Fig. 1: the metal 1 layer
Cells faint in the background.
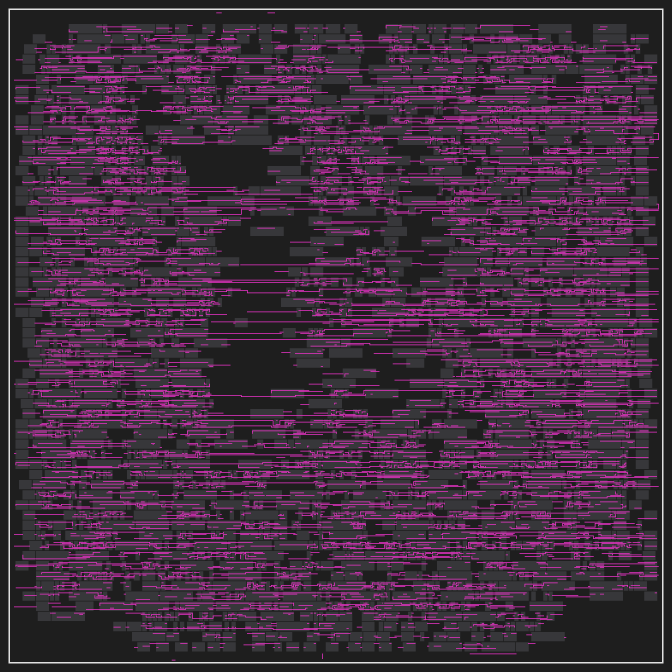
Fig. 2: M2 wires
Scale bar: 50 um.
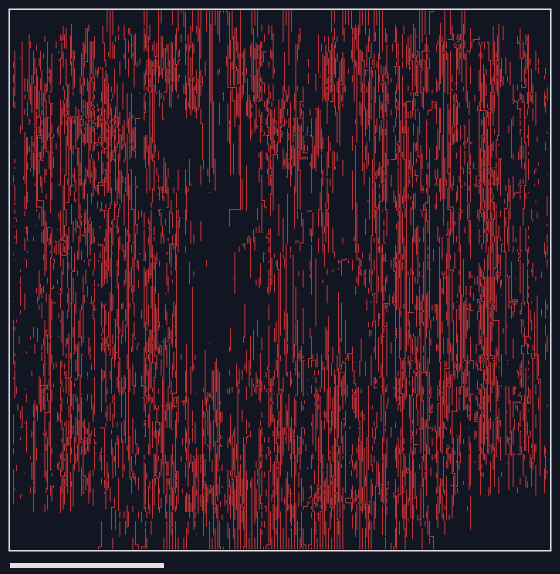
Fig. 3: met3 routing
Scale bar: 50 um.
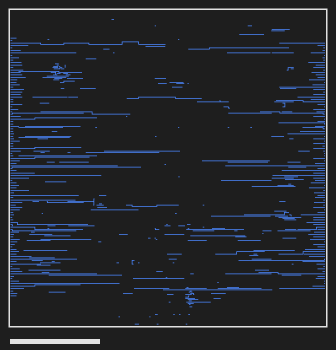
Fig. 4: signal wires on met4
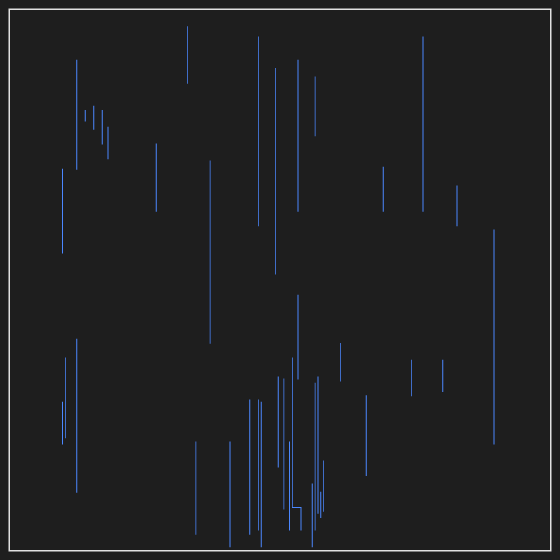
### config.mk
export PLATFORM = sky130hd
export DESIGN_NAME = mem_burst_writer
export DESIGN_NICKNAME = d
export VERILOG_FILES = /design/src/rtl/mem_burst_pkg.sv /design/src/rtl/mem_burst_wordsel.sv /design/src/rtl/mem_burst_writer.sv
export SDC_FILE = /design/constraint.sdc
export NUM_CORES = 1
export LEC_CHECK = 0
export ABC_AREA = 1
export ABC_CLOCK_PERIOD_IN_PS = 13800
export CORE_UTILIZATION = 51
export DETAILED_ROUTE_END_ITERATION = 12
export PLACE_DENSITY = 0.81
export SLEW_MARGIN = 20
export SYNTH_ARGS = -nofsm -noshare
export SYNTH_HDL_FRONTEND = slang
export SYNTH_SLANG_ARGS = --single-unit
export TNS_END_PERCENT = 1
### constraint.sdc
create_clock -name Clk -period 13.8 [get_ports Clk]
set_clock_uncertainty 0.2 [all_clocks]
set_input_delay 2.76 -clock Clk [delete_from_list [all_inputs] [get_ports Clk]]
set_output_delay 2.76 -clock Clk [all_outputs]
set_load 0.05 [all_outputs]
### src/rtl/mem_burst_pkg.sv
// Shared types and default sizing for the memory burst writer.
package mem_burst_pkg;

   localparam int DEF_DATA_W = 16;
   localparam int DEF_NWORDS = 16;
   localparam int DEF_ADDR_W = 16;

   // Burst sequencer states
   typedef enum logic [1:0] {
      IDLE   = 2'd0,
      SETUP  = 2'd1,
      STROBE = 2'd2,
      DONE   = 2'd3
   } state_e;

endpackage

### src/rtl/mem_burst_wordsel.sv
// Combinational selector: returns word idx_i from a packed buffer whose
// word 0 occupies the most-significant DATA_W bits.
module mem_burst_wordsel
   import mem_burst_pkg::*;
#(
   parameter int DATA_W = DEF_DATA_W,
   parameter int NWORDS = DEF_NWORDS,
   parameter int IDX_W  = $clog2(NWORDS + 1)
) (
   input  logic [DATA_W*NWORDS-1:0] buff_i,
   input  logic [IDX_W-1:0]         idx_i,
   output logic [DATA_W-1:0]        word_o
);

   // Mux the addressed word out of the buffer; out-of-range indices give zero
   always_comb begin
      word_o = '0;
      for (int k = 0; k < NWORDS; k++) begin
         if (idx_i == IDX_W'(k)) begin
            word_o = buff_i[(NWORDS-1-k)*DATA_W +: DATA_W];
         end
      end
   end

endmodule

### src/rtl/mem_burst_writer.sv
// Burst writer: copies up to NWORDS words from a captured buffer to memory,
// one SETUP/STROBE pair per word, then pulses Done.
//
// Build option: define MEM_BURST_WAIT_EN to let MemReady stretch STROBE;
// without it every STROBE lasts one cycle and MemReady is ignored.
//
//   state  | meaning
//   IDLE   | waiting for Start; Busy low
//   SETUP  | Addr/DataOut of current word presented, WR low
//   STROBE | WR high, Addr/DataOut held until the write is accepted
//   DONE   | one-cycle Done pulse, then back to IDLE
module mem_burst_writer
   import mem_burst_pkg::*;
#(
   parameter int DATA_W = DEF_DATA_W,
   parameter int NWORDS = DEF_NWORDS,
   parameter int ADDR_W = DEF_ADDR_W,
   parameter int LEN_W  = $clog2(NWORDS + 1)
) (
   input  logic                     Clk,
   input  logic                     Rst,
   input  logic                     Start,
   input  logic                     Abort,
   input  logic [DATA_W*NWORDS-1:0] DataBuff,
   input  logic [ADDR_W-1:0]        AddrIn,
   input  logic [ADDR_W-1:0]        Stride,
   input  logic [LEN_W-1:0]         Len,
   input  logic                     MemReady,
   output logic [ADDR_W-1:0]        Addr,
   output logic [DATA_W-1:0]        DataOut,
   output logic                     WR,
   output logic                     Busy,
   output logic                     Done
);

   state_e                     state_q, state_d;
   logic [DATA_W*NWORDS-1:0]   buff_q, buff_d;
   logic [ADDR_W-1:0]          stride_q, stride_d;
   logic [ADDR_W-1:0]          addr_q, addr_d;
   logic [LEN_W-1:0]           len_q, len_d;
   logic [LEN_W-1:0]           idx_q, idx_d;
   logic [DATA_W-1:0]          data_q, data_d;
   logic                       wr_q, wr_d;
   logic                       busy_q, busy_d;
   logic                       done_q, done_d;

   logic [LEN_W-1:0]           len_eff;
   logic                       accept;
   logic                       last_word;
   logic                       start_ok;
   logic                       advance;
   logic [DATA_W*NWORDS-1:0]   sel_buff;
   logic [LEN_W-1:0]           sel_idx;
   logic [DATA_W-1:0]          sel_word;

`ifdef MEM_BURST_WAIT_EN
   assign accept = MemReady;
`else
   logic unused_mem_ready;
   assign unused_mem_ready = MemReady;
   assign accept           = 1'b1;
`endif

   assign len_eff   = (Len > LEN_W'(NWORDS)) ? LEN_W'(NWORDS) : Len;
   assign last_word = ((idx_q + LEN_W'(1)) == len_q);
   assign start_ok  = (state_q == IDLE) && Start && !Abort;
   assign advance   = (state_q == STROBE) && !Abort && accept && !last_word;

   // The selector looks at the word that will be presented next cycle:
   // word 0 of the incoming buffer on a start, the following word on advance.
   assign sel_buff = start_ok ? DataBuff : buff_q;
   assign sel_idx  = start_ok ? '0 : (advance ? idx_q + LEN_W'(1) : idx_q);

   mem_burst_wordsel #(
      .DATA_W (DATA_W),
      .NWORDS (NWORDS),
      .IDX_W  (LEN_W)
   ) u_wordsel (
      .buff_i (sel_buff),
      .idx_i  (sel_idx),
      .word_o (sel_word)
   );

   // Next-state and next-output computation for the burst sequencer
   always_comb begin
      state_d  = state_q;
      buff_d   = buff_q;
      stride_d = stride_q;
      addr_d   = addr_q;
      len_d    = len_q;
      idx_d    = idx_q;
      data_d   = data_q;
      wr_d     = 1'b0;
      busy_d   = busy_q;
      done_d   = 1'b0;

      case (state_q)
         IDLE: begin
            busy_d = 1'b0;
            if (start_ok) begin
               buff_d   = DataBuff;
               stride_d = Stride;
               len_d    = len_eff;
               idx_d    = '0;
               addr_d   = AddrIn;
               data_d   = sel_word;
               busy_d   = 1'b1;
               if (len_eff == '0) begin
                  state_d = DONE;
                  done_d  = 1'b1;
               end else begin
                  state_d = SETUP;
               end
            end
         end

         SETUP: begin
            if (Abort) begin
               state_d = IDLE;
               busy_d  = 1'b0;
            end else begin
               state_d = STROBE;
               wr_d    = 1'b1;
            end
         end

         STROBE: begin
            if (Abort) begin
               state_d = IDLE;
               busy_d  = 1'b0;
            end else if (!accept) begin
               wr_d = 1'b1;
            end else if (last_word) begin
               state_d = DONE;
               done_d  = 1'b1;
            end else begin
               state_d = SETUP;
               idx_d   = sel_idx;
               addr_d  = addr_q + stride_q;
               data_d  = sel_word;
            end
         end

         DONE: begin
            state_d = IDLE;
            busy_d  = 1'b0;
         end

         default: begin
            state_d = IDLE;
            busy_d  = 1'b0;
         end
      endcase
   end

   // State and registered outputs; reset clears everything immediately
   always_ff @(posedge Clk or posedge Rst) begin
      if (Rst) begin
         state_q  <= IDLE;
         buff_q   <= '0;
         stride_q <= '0;
         addr_q   <= '0;
         len_q    <= '0;
         idx_q    <= '0;
         data_q   <= '0;
         wr_q     <= 1'b0;
         busy_q   <= 1'b0;
         done_q   <= 1'b0;
      end else begin
         state_q  <= state_d;
         buff_q   <= buff_d;
         stride_q <= stride_d;
         addr_q   <= addr_d;
         len_q    <= len_d;
         idx_q    <= idx_d;
         data_q   <= data_d;
         wr_q     <= wr_d;
         busy_q   <= busy_d;
         done_q   <= done_d;
      end
   end

   assign Addr    = addr_q;
   assign DataOut = data_q;
   assign WR      = wr_q;
   assign Busy    = busy_q;
   assign Done    = done_q;

endmodule

==> GITHUB_STEP_SUMMARY <==
### Metrics collected by this job

| Metric | Value |
|---|---|
| Worst setup margin | `7.456 ns` |
| Max Slew Vio Count | `0` |
| Synth flops | `319` |
| First-pass GRT wire length | `69.89 mm` |
| EDFF count, synth | `0` |
| Antenna violations before repair | `6` |
| TritonCTS clock tree | `built` |
| Status | `finished clean` |
| Pin count of the biggest net entering global routing | `190` |
| Max-cap violations | `0` |
| Critical Path End Type | `flop` |
| Synthesis-to-layout area growth | `30.36%` |
| Top cells by area | `dfrtp_1 (52%), nand2_1 (23%), o21ai_0 (2.6%)` |
| Post_cts resized | `0` |
| Asr flop ratio synth | `1.000` |
| Reg2Reg Capture Point | `DataOut[11]` |
| R2R depth | `15` |
| Total core area | `0.02909 sq mm` |
| Fillers | `2358` |
| Largest type area fraction | `0.5227` |
| Die Ht | `175.0 um` |
| DPL Wire Length | `30.32 mm` |
| Yosys stat chip area | `0.01527 sq mm` |
| Slew margin rel. | `0.2923` |
| Synthesized Nets | `2261` |
| Yosys cell count | `1943` |
| Critical path type | `in -> reg` |
| Clock sink total | `319` |
Notes on Fig. 1 above:
2256 nets have wire on it. The layer carries 18700 um of wire. The wires run mostly horizontal. The layer holds 42% of the routed length.
Vias: 13940
GRT met1 Usage: 0.3961
final WL: 44.64 mm

Notes on Fig. 2 above:
The longest straight run is 92.8 um. The layer holds 47% of the routed length.

Notes on Fig. 3 above:
The layer carries 3960 um of wire. The layer holds 8.9% of the routed length. 340 nets have wire on it. The longest straight run is 71.3 um.
met3 Use GR: 0.06201

Notes on Fig. 4 above:
The layer holds 2.7% of the routed length. 32 nets have wire on it. The layer carries 1210 um of wire. The wires run mostly vertical.

-- worst max-delay path, stage by stage --
cell	delay, ns
clkdlybuf4s50_1	0.57
nor2_4	0.09
inv_8	0.69
nand3_2	0.35
nor2b_4	0.67
nand2_8	0.13
nor2_2	0.72
nand2_1	0.15
nand4_1	0.18
nand2_1	0.07
nand2_1	0.06
-- cell families (layout without fill, tap and decap cells) --
logic type / after synthesis / in the layout / share of synthesized area
simple gates: 1232 / 1232 / 0.3413
flops: 319 / 319 / 0.5227
buf+inv: 185 / 487 / 0.05022
compound gates: 174 / 174 / 0.06137
fa+ha+maj: 20 / 20 / 0.01688
xor+xnor: 13 / 13 / 0.007456
other cells: 0 / 6 / 0
-- routing by layer --
metal | part of all wire | up-vias | GRT usage
li1 | - | 6712 | -
met3 | 0.089 | 85 | 0.06201
met5 | 0 | - | 0
met2 | 0.47 | 578 | 0.4620
met4 | 0.027 | 0 | 0.09312
met1 | 0.42 | 6565 | 0.3961
-- registers in the layout, summed over array words and instances, names as in the netlist --
name	cells
Addr	16
Busy	1
DataOut	16
Done	1
WR	1
buff_q	256
idx_q	5
len_q	5
state_q	2
stride_q	16
-- cells in the final DEF, fill, tap and decap left out, types with 4 or more instances in the layout --
cell / n
a21oi_1: 60
clkbuf_1: 6
xnor2_1: 4
o22ai_1: 5
dfrtp_1: 319
nand4_1: 52
ha_1: 19
clkbuf_16: 35
nor2_2: 8
nor2_4: 8
nand3_1: 66
or2_2: 49
diode_2: 6
nand2_2: 4
o21ai_0: 78
o211ai_1: 5
nor2_1: 83
nand2_1: 937
inv_2: 6
xor2_1: 9
nand3_2: 13
clkbuf_8: 10
a31oi_1: 17
buf_4: 7
clkdlybuf4s50_1: 331
inv_1: 80
-- final cells by class --
type / instances / area share
clock buffers: 51 / 0.05204
flip-flops and latches: 319 / 0.4010
well taps: 384 / 0.02413
inverters: 89 / 0.01754
diodes: 6 / 0.0007542
multi-input cells: 1439 / 0.3287
clock inverters: 6 / 0.004211
repair buffers: 341 / 0.1716
-- Yosys cell counts (13+ instances only) --
master and number:
a21oi_1 60, a31oi_1 17, buf_2 19, clkbuf_1 60, dfrtp_1 319, ha_1 19, inv_1 82, nand2_1 938
nand3_1 66, nand3_2 13, nand4_1 52, nor2_1 85, o21ai_0 78, or2_2 49
-- through the flow --
stage,std cells,utilization
after detailed placement,2571,0.6443
after global routing,2632,0.6841
after CTS,2628,0.6828
final,2635,0.6843
after floorplan,1943,-
after global placement,2571,0.6443
-- worst min-delay path by stage --
stage / from / endpoint / slack (ns) / cells past startpoint
final: buff_q[5] / buff_q[5] / 0.26 / 2
after floorplan: buff_q[0] / buff_q[0] / 0.24 / 2
after global placement: buff_q[2] / buff_q[2] / 0.25 / 2
after CTS: buff_q[12] / buff_q[12] / 0.27 / 2
after detailed placement: buff_q[12] / buff_q[12] / 0.25 / 2
after global routing: buff_q[15] / buff_q[15] / 0.28 / 2
-- power breakdown --
part	internal [W]	switching, W	total [W]	leakage (nW)
sequential	0.00136	0.000152	0.00152	3.92
clock	0.000554	0.000364	0.000918	0.555
combinational	0.000675	0.00136	0.00204	5.22
Power figures rest on the tool's default switching activity, not on a simulated workload.
